`config.mk`:
```
export PLATFORM = sky130hd
export DESIGN_NAME = i2c_bus_conditioner
export DESIGN_NICKNAME = d
export VERILOG_FILES = /design/src/rtl/i2c_bus_conditioner.sv
export SDC_FILE = /design/constraint.sdc
export NUM_CORES = 1
export LEC_CHECK = 0
export CORE_AREA = 5 5 47 69
export DETAILED_ROUTE_END_ITERATION = 12
export DIE_AREA = 0 0 52 74
export PLACE_DENSITY = 0.75
export SLEW_MARGIN = 20
export SYNTH_ARGS = -nofsm -noshare
export SYNTH_HDL_FRONTEND = slang
export SYNTH_SLANG_ARGS = --single-unit
export TNS_END_PERCENT = 30
```
`constraint.sdc`:
```
create_clock -name clk -period 3.5 [get_ports clk]
set_clock_uncertainty 0.05 [all_clocks]
set_input_delay 0.7 -clock clk [delete_from_list [all_inputs] [get_ports clk]]
set_output_delay 0.7 -clock clk [all_outputs]
set_load 0.02 [all_outputs]
```
`src/rtl/i2c_bus_conditioner.sv`:
```
// I2C pad front end: two-flop synchronisers, per-line stability filters, SCL/START/STOP
// event pulses, bus-busy tracking and a stuck-low SCL timeout for the slave protocol FSM.
module i2c_bus_conditioner #(
   parameter int FILT_LEN       = 2,
   parameter int TIMEOUT_CYCLES = 250000,
   parameter int TO_W           = 18
) (
   input  logic clk,
   input  logic reset,
   input  logic scl_in,
   input  logic sda_in,
   output logic scl_f,
   output logic sda_f,
   output logic scl_rise,
   output logic scl_fall,
   output logic start_det,
   output logic stop_det,
   output logic bus_busy,
   output logic timeout
);

   localparam int FC_W = 4;
   localparam logic [FC_W-1:0] FILT_TC = FC_W'(FILT_LEN - 1);
   localparam logic [TO_W-1:0] TO_TC   = TO_W'(TIMEOUT_CYCLES - 1);

   logic            scl_s1, scl_s2, sda_s1, sda_s2;
   logic            scl_q, sda_q;
   logic [FC_W-1:0] scl_cnt, sda_cnt;
   logic [TO_W-1:0] to_cnt;
   logic            scl_low_busy;
   logic            to_hit;

   // Events come only from the filtered/delayed flop pairs so they cannot glitch.
   assign scl_rise  = scl_f & ~scl_q;
   assign scl_fall  = ~scl_f & scl_q;
   assign start_det = ~sda_f & sda_q & scl_f & scl_q;
   assign stop_det  = sda_f & ~sda_q & scl_f & scl_q;

   assign scl_low_busy = bus_busy & ~scl_f;
   assign to_hit       = scl_low_busy && (to_cnt == TO_TC);

   always_ff @(posedge clk) begin
      if (reset) begin
         scl_s1   <= 1'b1;
         scl_s2   <= 1'b1;
         sda_s1   <= 1'b1;
         sda_s2   <= 1'b1;
         scl_f    <= 1'b1;
         sda_f    <= 1'b1;
         scl_q    <= 1'b1;
         sda_q    <= 1'b1;
         scl_cnt  <= '0;
         sda_cnt  <= '0;
         to_cnt   <= '0;
         bus_busy <= 1'b0;
         timeout  <= 1'b0;
      end else begin
         scl_s1 <= scl_in;
         scl_s2 <= scl_s1;
         sda_s1 <= sda_in;
         sda_s2 <= sda_s1;

         // A level must differ from the filtered value for FILT_LEN edges in a row.
         if (scl_s2 != scl_f) begin
            if (scl_cnt == FILT_TC) begin
               scl_f   <= scl_s2;
               scl_cnt <= '0;
            end else begin
               scl_cnt <= scl_cnt + 1'b1;
            end
         end else begin
            scl_cnt <= '0;
         end

         if (sda_s2 != sda_f) begin
            if (sda_cnt == FILT_TC) begin
               sda_f   <= sda_s2;
               sda_cnt <= '0;
            end else begin
               sda_cnt <= sda_cnt + 1'b1;
            end
         end else begin
            sda_cnt <= '0;
         end

         scl_q <= scl_f;
         sda_q <= sda_f;

         // Clearing bus_busy on expiry also stops the counter, so it never re-arms until START.
         if (to_hit) begin
            to_cnt  <= '0;
            timeout <= 1'b1;
         end else if (scl_low_busy) begin
            to_cnt  <= to_cnt + 1'b1;
            timeout <= 1'b0;
         end else begin
            to_cnt  <= '0;
            timeout <= 1'b0;
         end

         if (start_det) begin
            bus_busy <= 1'b1;
         end else if (stop_det || to_hit) begin
            bus_busy <= 1'b0;
         end
      end
   end

endmodule
```
==> out/metrics.csv, run 1 <==
metric;value;unit
group drawing the most power;registers;
ratio of routed vias to standard cells;5.05;
count of endpoints failing setup in the final report;0;
XOR Share, Synth;13.3;%
Crit path arrival time;1740;ps
tool warnings;28;
Synth mux share;0;%
number of H-tree levels;2;
share of post-route cells with drive strength above 1;8.14;%
capturing element type of the critical path;output pin;
clock tree from TritonCTS;yes;
Commonest Layout Cell;dfxtp_1;
hold buffer count at CTS;0;
status;completed;
HPWL after detailed placement;1770;um
routability cong.;0.800;
post-placement worst setup slack;1250;ps
path type of the worst min-delay path;flop to flop;
sequential power;0.425;mW
number of buffers created by CTS;5;
post-route ant nets;0;
GRT met3 Usage;5.61;%
leak pwr;0.578;nW
worst slack on hold paths;367;ps
register with the most flip-flops;to_cnt;
nets@finish;180;
share of the core filled by cells before placement;55.5;%
met2 routing resource usage after global routing;27.1;%
clock period minus worst slack;2490;ps
clk pwr;0.349;mW
DRT Pass-1 Iters;4;
highest clock rate;401;MHz
total count of hold-check failures in the final report;0;
share of total power in combinational logic;5.0;%
DR WL met3;95;um
max layer used;met4;
starting DRC count in detailed routing;12;
-- run 1: worst paths after layout --
path / end / slack, ps / depth (start not counted) / start
worst max register to register: to_cnt[4]$_SDFF_PP0_ / 1460 / 5 / scl_f$_SDFFE_PP1P_
worst min register to register: scl_s2$_SDFF_PP1_ / 370 / 1 / scl_s1$_SDFF_PP1_
worst max-delay path: start_det / 1010 / 3 / scl_f$_SDFFE_PP1P_
worst min-delay path: scl_s2$_SDFF_PP1_ / 370 / 1 / scl_s1$_SDFF_PP1_
-- run 1: critical path, stage by stage (launching register included) --
cell and delay, ps:
dfxtp_1 450, nand2_1 80, nor3b_1 270, clkdlybuf4s50_1 660
-- run 1: cell families (layout without fill, tap and decap cells) --
logic type | after synthesis | count (layout)
xor+xnor | 22 | 22
buf+inv | 9 | 25
flops | 36 | 36
fa+ha+maj | 5 | 5
simple gates | 81 | 81
compound gates | 3 | 3
-- run 1: synth_stat cells --
cell type  number
nor4_1          4
a211o_1         2
inv_1           6
nor2b_1         4
xnor2_1        10
nor3b_1         3
dfxtp_1        36
a31oi_1         1
or3_1           2
buf_6           2
nand3_2         1
clkbuf_1        1
nand2_1         8
nor2_1         34
xor2_1         12
nand3b_1        1
nand3_1        10
nand4b_1        2
ha_1            5
and3_1          1
nand4_1         3
or2_2           6
or4b_1          1
nor3_1          1
-- run 1: cell type report --
cell class	instances	area, sq um	area share [%]
inverters	6	22.5	1.33
clock inverters	2	35.0	2.07
clock buffers	6	72.6	4.29
multi-input cells	111	684	40.5
well taps	37	46.3	2.74
flip-flops and latches	36	721	42.6
repair buffers	11	110	6.51
-- run 1: per-stage QoR --
step / power, mW / instances
after floorplan: 0.459 / 156
after global placement: 0.474 / 201
after detailed placement: 0.476 / 201
after CTS: 0.831 / 209
after global routing: 0.852 / 209
final: 0.815 / 209
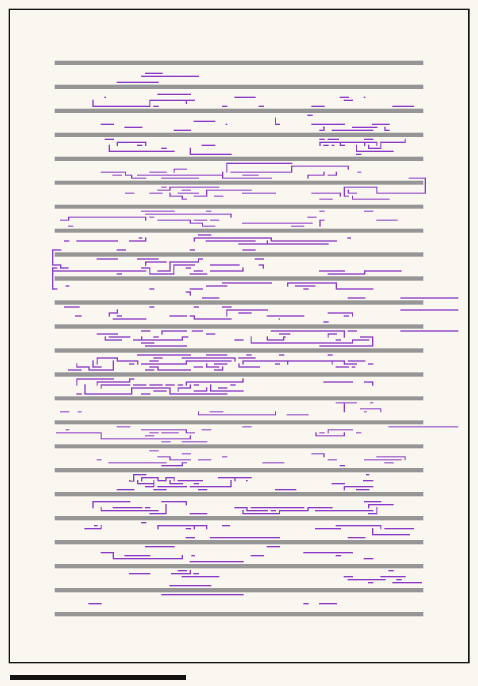
Fig. 1. Signal wires on met1 (run 1).
The bar under the picture is 20 um long. Supply wires on this layer in gray.
wire length on this layer = 968 um
main direction = horizontal
share of all routed wire = 40%
met1 track demand over resource: 13.9%
vias after detailed routing: 1056
final wirelength: 2430 um

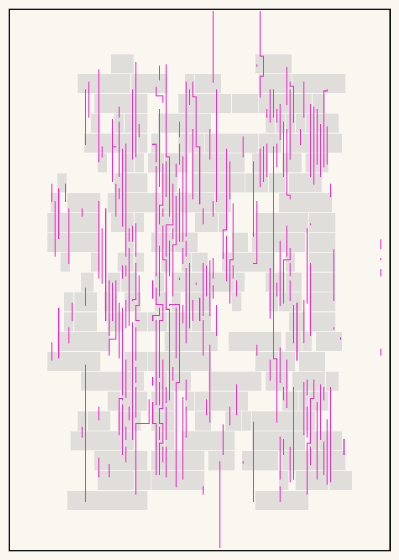
Fig. 2. Signal wires on met2 (run 1).
main direction = vertical
share of all routed wire = 53%
longest straight run = 29.1 um
wire length on this layer = 1280 um

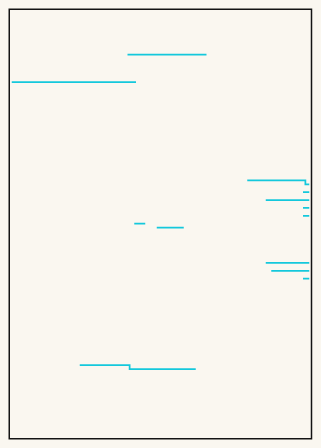
Fig. 3. The metal 3 layer (run 1).
wire length on this layer = 95.8 um
nets with wire on the layer = 10
share of all routed wire = 4.0%
longest straight run = 21.2 um
main direction = horizontal

==> run 1 -> run 2 <==
CORE_AREA = 5 5 48 71   (was 5 5 47 69)
DIE_AREA = 0 0 53 76   (was 0 0 52 74)
PLACE_DENSITY = 0.72   (was 0.75)
clock period = 2.6 ns   (was 3.5 ns; I/O delays follow)
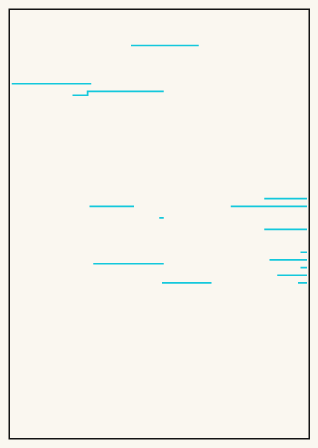
Fig. 4. The metal 3 layer (run 2).
GRT met3 Usage: 5.48%
vias after detailed routing: 1085
final wirelength: 2480 um

==> out/metrics.csv, run 2 <==
metric;value;unit;change
number of antenna cells inserted;0;;
synth unique cells;24;;
final clock period utilization by the worst path;90.2;%;
number of buffers and inverters on the critical path;1;;unchanged
highest clock rate;426;MHz;
number of buffers created by CTS;5;;unchanged
DRC violations left;0;;
tool warnings;28;;unchanged
Top cells by area;dfxtp_1 (50%), nor2_1 (8.8%), xor2_1 (7.2%);;
DRT Pass-1 Iters;4;;unchanged
FFs w/ async S/R, synth;0;%;unchanged
cell with the largest stage delay on the worst path;clkdlybuf4s50_1;;
total nets after synthesis;165;;
clock period minus worst slack;2350;ps;
portion of the post-synthesis area used by sequential elements;49.6;%;
starting DRC count in detailed routing;25;;+13
Commonest Layout Cell;dfxtp_1;;
count of library flops with an enable pin;0;;unchanged
FF+latch area;721;sq um;unchanged
Largest register FFs;18;;
Synth mux share;0;%;unchanged
HPWL after detailed placement;1810;um;+2.3%
count of max-cap constraint violations;0;;
mean area per synthesized cell;9.32;sq um;
path type of the worst min-delay path;flop to flop;;
Clk Latency, worst-skew pair;290;ps;
CP Data Required Time;2030;ps;
status;completed;;
ratio of routed vias to standard cells;5.17;;+2.3%
vertical die size;76;um;
count of buffers added by post-CTS timing repair for setup;0;;
final global-route overflow total;0;;
kind of cell adding the most delay to the critical path;buffers and inverters;;
total count of hold-check failures in the final report;0;;unchanged
clock input transition at the sequential cells of the worst setup and hold paths;60;ps;
hold buffer count at CTS;0;;unchanged
count of endpoints failing setup in the final report;0;;unchanged
Yosys warnings;0;;
nets@finish;180;;unchanged
Commonest cells post-synth;dfxtp_1 (36), nor2_1 (34), xor2_1 (12);;
share of post-route cells with drive strength above 1;8.19;%;+0.048 points
DIE AREA;4030;sq um;
stage delay of the slowest cell on the critical path;660;ps;about the same
accumulated negative setup slack;0;ps;
post-route ant nets;0;;unchanged
CTS resizes;0;;
Crit path arrival time;1780;ps;+40 ps
clock sink count;36;;
worst slack on hold paths;370;ps;+2.36 ps
Top logic family;simple AND/OR/NAND/NOR gates;;
overall fraction of global-route tracks in use;14.7;%;
critical path, cell by cell;nand2_1, nor3b_1, clkdlybuf4s50_1;;
capturing element type of the critical path;output pin;;
Most used DFF post-synth;dfxtp_1;;
cell type with the largest total area after synthesis;dfxtp_1;;
setup repair after global routing missed its margin;no;;
most instantiated library cell after synthesis;dfxtp_1;;
XOR Share, Synth;13.3;%;unchanged
largest registers in the final layout;to_cnt (18), scl_cnt (4), sda_cnt (4);;
post-placement worst setup slack;556;ps;-698 ps
share of the core filled by cells before placement;52.1;%;-3.5 points
initial antenna violation count;0;;
logic area;684;sq um;unchanged
routability cong.;0.727;;-9.1%
Root Buffer;clkbuf_8;;
register with the most flip-flops;to_cnt;;
Power Total;1.05;mW;+28%
# fillers;253;;
clock tree from TritonCTS;yes;;
number of H-tree levels;2;;unchanged
leak pwr;0.573;nW;-0.84%
synthesized-area fraction occupied by adder cells;4.30;%;
Area growth, synth to finish;15.7;%;
start-to-end type of the worst setup path;flop to output pin;;
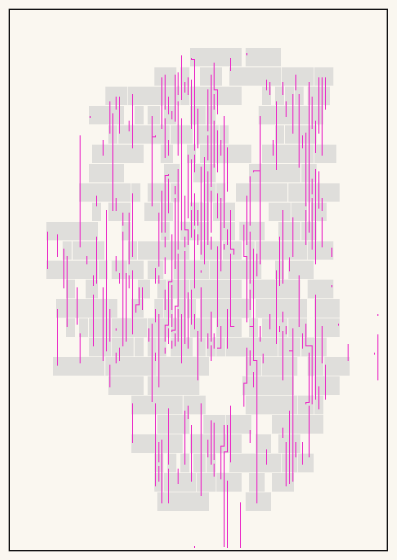
Fig. 5. Signal wires on met2 (run 2).
met2 routing resource usage after global routing: 23.4%

[run 2: worst reg2reg max path, stage by stage, from the launching register on]
cell and delay, ps:
dfxtp_1 440, nand4_1 230, nor4_1 730, nand3_1 210, xor2_1 180, nor2_1 60
[run 2: area by class of cell]
class,count,area share (%)
well taps,39,2.90
flip-flops and latches,36,42.8
repair buffers,11,6.54
multi-input cells,111,40.7
inverters,6,1.34
clock buffers,7,5.72
[run 2: power breakdown]
part           switching (mW)  internal [mW]
combinational          0.0254         0.0293
clock                   0.182          0.236
sequential             0.0105          0.562
[run 2: metal layers]
layer	part of all wire (%)	GRT usage, %
met2	52	23.4
met3	4.5	5.48
met4	2.5	8.70
met1	41	16.1
met5	0	0
[run 2: through the flow]
| stage | std cells | instance area (sq um) |
|---|---|---|
| after floorplan | 156 | 1450 |
| after global placement | 203 | 1590 |
| after detailed placement | 203 | 1590 |
| after CTS | 210 | 1680 |
| after global routing | 210 | 1680 |
| final | 210 | 1680 |
[run 2: path summary, 6_finish.rpt]
check | slack, ps | depth (start not counted) | start | end
max | 250 | 3 | scl_f$_SDFFE_PP1P_ | start_det
min | 370 | 1 | sda_s1$_SDFF_PP1_ | sda_s2$_SDFF_PP1_
max reg2reg | 580 | 5 | to_cnt[5]$_SDFF_PP0_ | to_cnt[13]$_SDFF_PP0_
min reg2reg | 370 | 1 | sda_s1$_SDFF_PP1_ | sda_s2$_SDFF_PP1_
[run 2: cells by family (layout without fill, tap and decap cells)]
| logic type | count (synthesis) | after routing |
|---|---|---|
| XOR/XNOR | 22 | 22 |
| flip-flops | 36 | 36 |
| buffers and inverters | 9 | 24 |
| adder cells (fa/ha/maj) | 5 | 5 |
| AND-OR/OR-AND | 3 | 3 |
| AND/OR/NAND/NOR | 81 | 81 |
Power is estimated from default activity; no workload was simulated.
